$ cat src/rtl/btn_rst_cond_if.sv
// Button/reset conditioner bus: raw pins in, conditioned levels, event pulses
// and the stretched system reset out.
interface btn_rst_cond_if #(
    parameter int unsigned NUM_BTN = 1
);
    logic [NUM_BTN-1:0] btn_raw;
    logic [NUM_BTN-1:0] btn_level;
    logic [NUM_BTN-1:0] btn_press;
    logic [NUM_BTN-1:0] btn_release;
    logic [NUM_BTN-1:0] btn_long;
    logic               sys_rst;
    logic               ready;

    modport master (
        output btn_raw,
        input  btn_level, btn_press, btn_release, btn_long, sys_rst, ready
    );

    modport slave (
        input  btn_raw,
        output btn_level, btn_press, btn_release, btn_long, sys_rst, ready
    );
endinterface

$ cat src/rtl/btn_rst_cond.sv
// Per-channel synchronise/debounce/long-press detection plus a stretched system
// reset that a long press on channel 0 can retrigger.
module btn_rst_cond #(
    parameter int unsigned NUM_BTN           = 1,
    parameter int unsigned SYNC_STAGES       = 2,
    parameter int unsigned DEBOUNCE_CYCLES   = 16,
    parameter int unsigned LONG_PRESS_CYCLES = 1024,
    parameter int unsigned RST_HOLD_CYCLES   = 32,
    parameter bit          BTN_ACTIVE_LOW    = 1'b1,
    parameter bit          LONG_RST_EN       = 1'b1
) (
    input logic           clk,
    input logic           rst,
    btn_rst_cond_if.slave bus
);
    localparam int unsigned DW = $clog2(DEBOUNCE_CYCLES + 1);
    localparam int unsigned LW = $clog2(LONG_PRESS_CYCLES + 1);
    localparam int unsigned HW = $clog2(RST_HOLD_CYCLES + 1);

    localparam logic [DW-1:0] DLast  = DW'(DEBOUNCE_CYCLES - 1);
    localparam logic [LW-1:0] LMax   = LW'(LONG_PRESS_CYCLES);
    localparam logic [LW-1:0] LPen   = LW'(LONG_PRESS_CYCLES - 1);
    localparam logic [HW-1:0] HLoad  = HW'(RST_HOLD_CYCLES);
    localparam logic          RelLvl = BTN_ACTIVE_LOW;

    typedef enum logic [1:0] {StIdle, StDebPress, StPressed, StDebRelease} state_e;

    logic [NUM_BTN-1:0] sync_q [SYNC_STAGES];
    logic [NUM_BTN-1:0] pressed;
    logic [NUM_BTN-1:0] level_vec, press_vec, release_vec, long_vec, long_evt;

    // Reset loads the released level so a held button must be re-debounced.
    always_ff @(posedge clk) begin
        if (rst) begin
            for (int unsigned i = 0; i < SYNC_STAGES; i++) begin
                sync_q[i] <= {NUM_BTN{RelLvl}};
            end
        end else begin
            sync_q[0] <= bus.btn_raw;
            for (int unsigned i = 1; i < SYNC_STAGES; i++) begin
                sync_q[i] <= sync_q[i-1];
            end
        end
    end

    assign pressed = BTN_ACTIVE_LOW ? ~sync_q[SYNC_STAGES-1] : sync_q[SYNC_STAGES-1];

    for (genvar g = 0; g < NUM_BTN; g++) begin : g_ch
        state_e        state_q, state_d;
        logic [DW-1:0] dcnt_q, dcnt_d;
        logic [LW-1:0] lcnt_q, lcnt_d;
        logic          press_q, press_d;
        logic          release_q, release_d;
        logic          long_q, long_d;
        logic          level_c, press_c, release_c, long_c;

        always_ff @(posedge clk) begin
            if (rst) begin
                state_q   <= StIdle;
                dcnt_q    <= '0;
                lcnt_q    <= '0;
                press_q   <= 1'b0;
                release_q <= 1'b0;
                long_q    <= 1'b0;
            end else begin
                state_q   <= state_d;
                dcnt_q    <= dcnt_d;
                lcnt_q    <= lcnt_d;
                press_q   <= press_d;
                release_q <= release_d;
                long_q    <= long_d;
            end
        end

        always_comb begin
            state_d   = state_q;
            dcnt_d    = dcnt_q;
            lcnt_d    = lcnt_q;
            press_d   = 1'b0;
            release_d = 1'b0;
            case (state_q)
                StIdle: begin
                    if (pressed[g]) begin
                        state_d = StDebPress;
                        dcnt_d  = '0;
                    end
                end
                StDebPress: begin
                    if (!pressed[g]) begin
                        state_d = StIdle;
                    end else if (dcnt_q == DLast) begin
                        state_d = StPressed;
                        lcnt_d  = '0;
                        press_d = 1'b1;
                    end else begin
                        dcnt_d = dcnt_q + 1'b1;
                    end
                end
                StPressed: begin
                    if (!pressed[g]) begin
                        state_d = StDebRelease;
                        dcnt_d  = '0;
                    end else if (lcnt_q != LMax) begin
                        lcnt_d = lcnt_q + 1'b1;
                    end
                end
                StDebRelease: begin
                    // A bounce back to pressed keeps the long-press count intact.
                    if (pressed[g]) begin
                        state_d = StPressed;
                    end else if (dcnt_q == DLast) begin
                        state_d   = StIdle;
                        release_d = 1'b1;
                    end else begin
                        dcnt_d = dcnt_q + 1'b1;
                    end
                end
                default: state_d = StIdle;
            endcase
            long_d = (lcnt_q == LPen) && (lcnt_d == LMax);
        end

        always_comb begin
            level_c   = ((state_q == StPressed) || (state_q == StDebRelease)) && !rst;
            press_c   = press_q && !rst;
            release_c = release_q && !rst;
            long_c    = long_q && !rst;
        end

        assign level_vec[g]   = level_c;
        assign press_vec[g]   = press_c;
        assign release_vec[g] = release_c;
        assign long_vec[g]    = long_c;
        assign long_evt[g]    = long_d;
    end

    logic [HW-1:0] hcnt_q, hcnt_d;
    logic          long_rst;

    // Reload on the same edge that raises btn_long so sys_rst rises with the pulse.
    assign long_rst = LONG_RST_EN && long_evt[0];

    always_comb begin
        hcnt_d = hcnt_q;
        if (long_rst) begin
            hcnt_d = HLoad;
        end else if (hcnt_q != '0) begin
            hcnt_d = hcnt_q - 1'b1;
        end
    end

    always_ff @(posedge clk) begin
        if (rst) begin
            hcnt_q <= HLoad;
        end else begin
            hcnt_q <= hcnt_d;
        end
    end

    assign bus.btn_level   = level_vec;
    assign bus.btn_press   = press_vec;
    assign bus.btn_release = release_vec;
    assign bus.btn_long    = long_vec;
    assign bus.sys_rst     = rst | (hcnt_q != '0);
    assign bus.ready       = ~bus.sys_rst;
endmodule

$ cat src/flat_wrapper.sv
// flat-port wrapper written by rule: the top's interface ports become plain ports
module btn_rst_cond_flat 
#(
    parameter int unsigned NUM_BTN           = 1,
    parameter int unsigned SYNC_STAGES       = 2,
    parameter int unsigned DEBOUNCE_CYCLES   = 16,
    parameter int unsigned LONG_PRESS_CYCLES = 1024,
    parameter int unsigned RST_HOLD_CYCLES   = 32,
    parameter bit          BTN_ACTIVE_LOW    = 1'b1,
    parameter bit          LONG_RST_EN       = 1'b1
)
  (clk, rst, bus_btn_raw, bus_btn_level, bus_btn_press, bus_btn_release, bus_btn_long, bus_sys_rst, bus_ready);
  btn_rst_cond_if #(.NUM_BTN(NUM_BTN)) bus_i ();
  input logic clk;
  input logic rst;
  input wire logic [$bits(bus_i.btn_raw)-1:0] bus_btn_raw;
  output wire logic [$bits(bus_i.btn_level)-1:0] bus_btn_level;
  output wire logic [$bits(bus_i.btn_press)-1:0] bus_btn_press;
  output wire logic [$bits(bus_i.btn_release)-1:0] bus_btn_release;
  output wire logic [$bits(bus_i.btn_long)-1:0] bus_btn_long;
  output wire logic [$bits(bus_i.sys_rst)-1:0] bus_sys_rst;
  output wire logic [$bits(bus_i.ready)-1:0] bus_ready;
  assign bus_i.btn_raw = bus_btn_raw;
  assign bus_btn_level = bus_i.btn_level;
  assign bus_btn_press = bus_i.btn_press;
  assign bus_btn_release = bus_i.btn_release;
  assign bus_btn_long = bus_i.btn_long;
  assign bus_sys_rst = bus_i.sys_rst;
  assign bus_ready = bus_i.ready;
  btn_rst_cond #(.NUM_BTN(NUM_BTN), .SYNC_STAGES(SYNC_STAGES), .DEBOUNCE_CYCLES(DEBOUNCE_CYCLES), .LONG_PRESS_CYCLES(LONG_PRESS_CYCLES), .RST_HOLD_CYCLES(RST_HOLD_CYCLES), .BTN_ACTIVE_LOW(BTN_ACTIVE_LOW), .LONG_RST_EN(LONG_RST_EN)) u_core (.clk(clk), .rst(rst), .bus(bus_i));
endmodule
$ cat config.mk
export PLATFORM = sky130hd
export DESIGN_NAME = btn_rst_cond_flat
export DESIGN_NICKNAME = d
export VERILOG_FILES = /design/src/rtl/btn_rst_cond_if.sv /design/src/rtl/btn_rst_cond.sv /design/src/flat_wrapper.sv
export SDC_FILE = /design/constraint.sdc
export NUM_CORES = 1
export LEC_CHECK = 0
export ABC_AREA = 0
export CAP_MARGIN = 20
export CORE_ASPECT_RATIO = 2
export CORE_UTILIZATION = 53
export CTS_CLUSTER_DIAMETER = 120
export DETAILED_ROUTE_END_ITERATION = 10
export PLACE_DENSITY = 0.83
export SLEW_MARGIN = 20
export SYNTH_ARGS = -nofsm -noshare
export SYNTH_HDL_FRONTEND = slang
export SYNTH_SLANG_ARGS = --single-unit
$ cat constraint.sdc
create_clock -name clk -period 2.3 [get_ports clk]
set_input_delay 0.345 -clock clk [delete_from_list [all_inputs] [get_ports clk]]
set_output_delay 0.345 -clock clk [all_outputs]
set_load 0.005 [all_outputs]
==> run_1/met1.png <==
Drawn at 6 px/micron. Cells faint in the background.
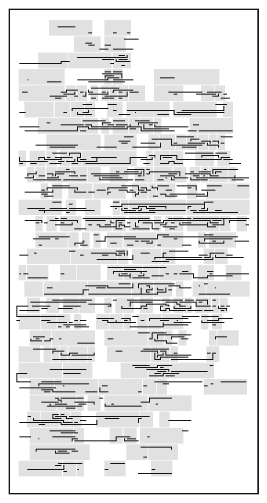
- main direction: horizontal
- longest straight run: 13.8 microns
- wire length on this layer: 1420 microns
- share of all routed wire: 35%
- nets with wire on the layer: 213
final wirelength: 4070 microns
Vias: 1589
grt met1 use: 25.9%

==> run_1/met2.png <==
Drawn at 8 px/micron.
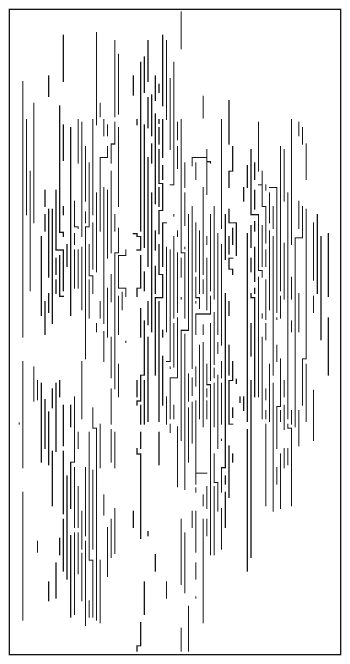
- share of all routed wire: 54%
- longest straight run: 32.0 microns
- main direction: vertical
met2 usage: 46.1%

==> flow_summary.yaml, run 1 <==
# yosys + openroad results
cells_and_area:
  final_core_util_pct: 68.8
  mi_logic_area_sq_mm: 0.00105
  fin_cells: 247
  drive_gt1_share_pct: 20.7
  seqCellArea_sq_um: 583
detailed_routing:
  drt_iter0_drc: 73
  avgViaCountPerCell: 6.43
global_routing:
  track_usage_pct: 28.9
  grt_start_max_net_pins: 15
  grt_pass1_wl_microns: 6510
synth:
  adder_share_pct: 6.90
  yosys.cell_types.count: 50
  synth-edff-count: 0
  mux_area_share_pct: 0
  ff_type: "dfxtp_1"
  synth.yosys.warnings: 0
  postSynth.asyncResetShare_pct: 0
  area_leaders: "dfxtp_1, ha_1, a21oi_1"
  top_area_cell: "dfxtp_1"
worst_setup_path:
  critPathKind: "flop to flop"
  cpLargestDelayFamily: "AND-OR/OR-AND gates"
  crit_chain: "inv_1 -> ha_1 -> a2111oi_2 -> a31oi_2 -> or4b_2 -> a21oi_1"
  critPathCaptureType: "flop"
  worstPathArrival_ns: 2.44
  rrSetupSlack_ns: 0.07
  startpoint_type: "flop"
clock_network:
  htree_num_levels: 2
  clockRootBuffer: "clkbuf_8"
  cts_tree: "yes"
  clock_latency_ns: 0.28
  post-cts-setup-buffers: 2
placement:
  hpwlAfterDp_microns: 2860
sta:
  slew_headroom_pct: 64.5
  tns_ns: 0
  fmax_mhz: 449
  hold_ws_ns: 0.409
  hold_violations: 0
  fin_crit_sh_pct: 96.7
  setup_violations: 0
floorplanning:
  num_io_pins: 9
  die_x_microns: 41.2
run_status:
  status: "finished clean"
min_path:
  holdPathEnd: "u_core.sync_q[0][1]"
  min_from: "u_core.sync_q[0][0]"
power_and_ir_drop:
  p_total_w: 0.00177
==> run_1/met3.png <==
Drawn at 4 px/micron. Cells faint in the background.
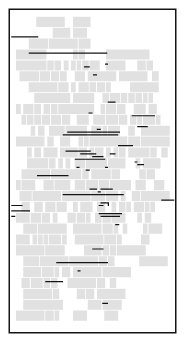
- nets with wire on the layer: 26
- wire length on this layer: 165 microns
- share of all routed wire: 4.1%
- main direction: horizontal
met3 Usage GRT: 12.2%

## run 1: flip-flops by register name, summed over array words and instances, names as in the netlist, named ones only
signal / count
u_core.g_ch.lcnt_q: 11
u_core.g_ch.state_q: 1
u_core.hcnt_q: 6
u_core.g_ch.long_q: 1
u_core.g_ch.press_q: 1
u_core.g_ch.dcnt_q: 5
u_core.sync_q: 2
u_core.g_ch.release_q: 1
## run 1: final cells by class
type,instances,area share [%]
Clock inverter,1,1.48
Tap cell,30,1.85
Clock buffer,7,4.26
Inverter,13,2.41
Multi-Input combinational cell,145,51.9
Timing Repair Buffer,22,9.33
Sequential cell,29,28.8
## run 1: where the power goes
group          internal [W]  total [W]  switching, W  leakage (nW)
sequential         0.000568   0.000629     0.0000610         0.237
clock              0.000352   0.000540      0.000187        0.0585
combinational      0.000267   0.000605      0.000339         0.468
==> run_1/met4.png <==
Drawn at 4 px/micron. Cells faint in the background.
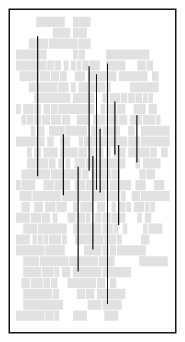

==> inputs of run 2 (changes only) <==
--- a/config.mk
+++ b/config.mk
@@ -12,6 +12,7 @@
 export CTS_CLUSTER_DIAMETER = 120
 export DETAILED_ROUTE_END_ITERATION = 10
 export PLACE_DENSITY = 0.83
+export SETUP_SLACK_MARGIN = 0.15
 export SLEW_MARGIN = 20
 export SYNTH_ARGS = -nofsm -noshare
 export SYNTH_HDL_FRONTEND = slang
==> run_2/met4.png <==
Drawn at 4 px/micron. Cells faint in the background.
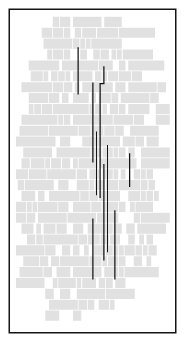
- longest straight run: 28.4 microns
- nets with wire on the layer: 9
- wire length on this layer: 171 microns
final wirelength: 4450 microns
Vias: 1633

==> run_2/met1.png <==
Drawn at 6 px/micron. Cells faint in the background.
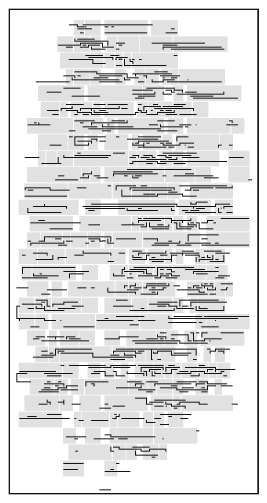
- nets with wire on the layer: 220
- wire length on this layer: 1550 microns
- longest straight run: 15.2 microns

==> flow_summary.yaml, run 2 <==
# yosys + openroad results
sta:
  hold_ws_ns: 0.408
  setup_violations: 0
  hold_violations: 0
  tns_ns: 0
  fin_crit_sh_pct: 97.8
cells_and_area:
  buffer_area_share_pct: 12.0
  inverters_excl_clock: 13
  fin_cells: 257
  largest_reg_flops: 11
  top_area_cell_class: "multi-input combinational cells"
  buffers: 32
  clock_buffers: 6
  final_core_util_pct: 74.6
  top_register: "u_core.g_ch.lcnt_q"
  drive_gt1_share_pct: 32.2
power_and_ir_drop:
  clkPwrFrac_pct: 22.3
  power.switching_w: 0.000664
  combinationalPower_w: 0.000749
  p_int_w: 0.00112
  pg_clk_w: 0.000398
clock_network:
  clockRootBuffer: "clkbuf_8"
worst_setup_path:
  critPathKind: "flop to flop"
synth:
  ff_type: "dfxtp_1"
  area_leaders: "dfxtp_1, ha_1, a21oi_1"
global_routing:
  grt_pass1_wl_microns: 6730
  grt.met1_usage_pct: 30.0
floorplanning:
  die_x_microns: 41.2
run_status:
  status: "finished clean"
-- run 2: cell counts after synthesis --
Identical to the previous run, type by type.
-- run 2: how the worst min path moves through the flow --
stage                             start                  end  cells after the start
floorplan           u_core.sync_q[0][0]  u_core.sync_q[0][1]                      1
global placement    u_core.sync_q[0][0]  u_core.sync_q[0][1]                      1
detailed placement  u_core.sync_q[0][0]  u_core.sync_q[0][1]                      1
CTS                 u_core.sync_q[0][0]  u_core.sync_q[0][1]                      1
global route        u_core.sync_q[0][0]  u_core.sync_q[0][1]                      1
finish              u_core.sync_q[0][0]  u_core.sync_q[0][1]                      1
-- run 2: cells by family after synthesis --
kind of cell,share of synthesized area (%)
xor gates and xnor gates,2.15
AOI/OAI and AO/OA,21.4
adders and majority gates,6.90
DFF,35.6
buffers and inverters,4.98
and+or+nand+nor,29.0
Power and IR drop assume default switching activity.
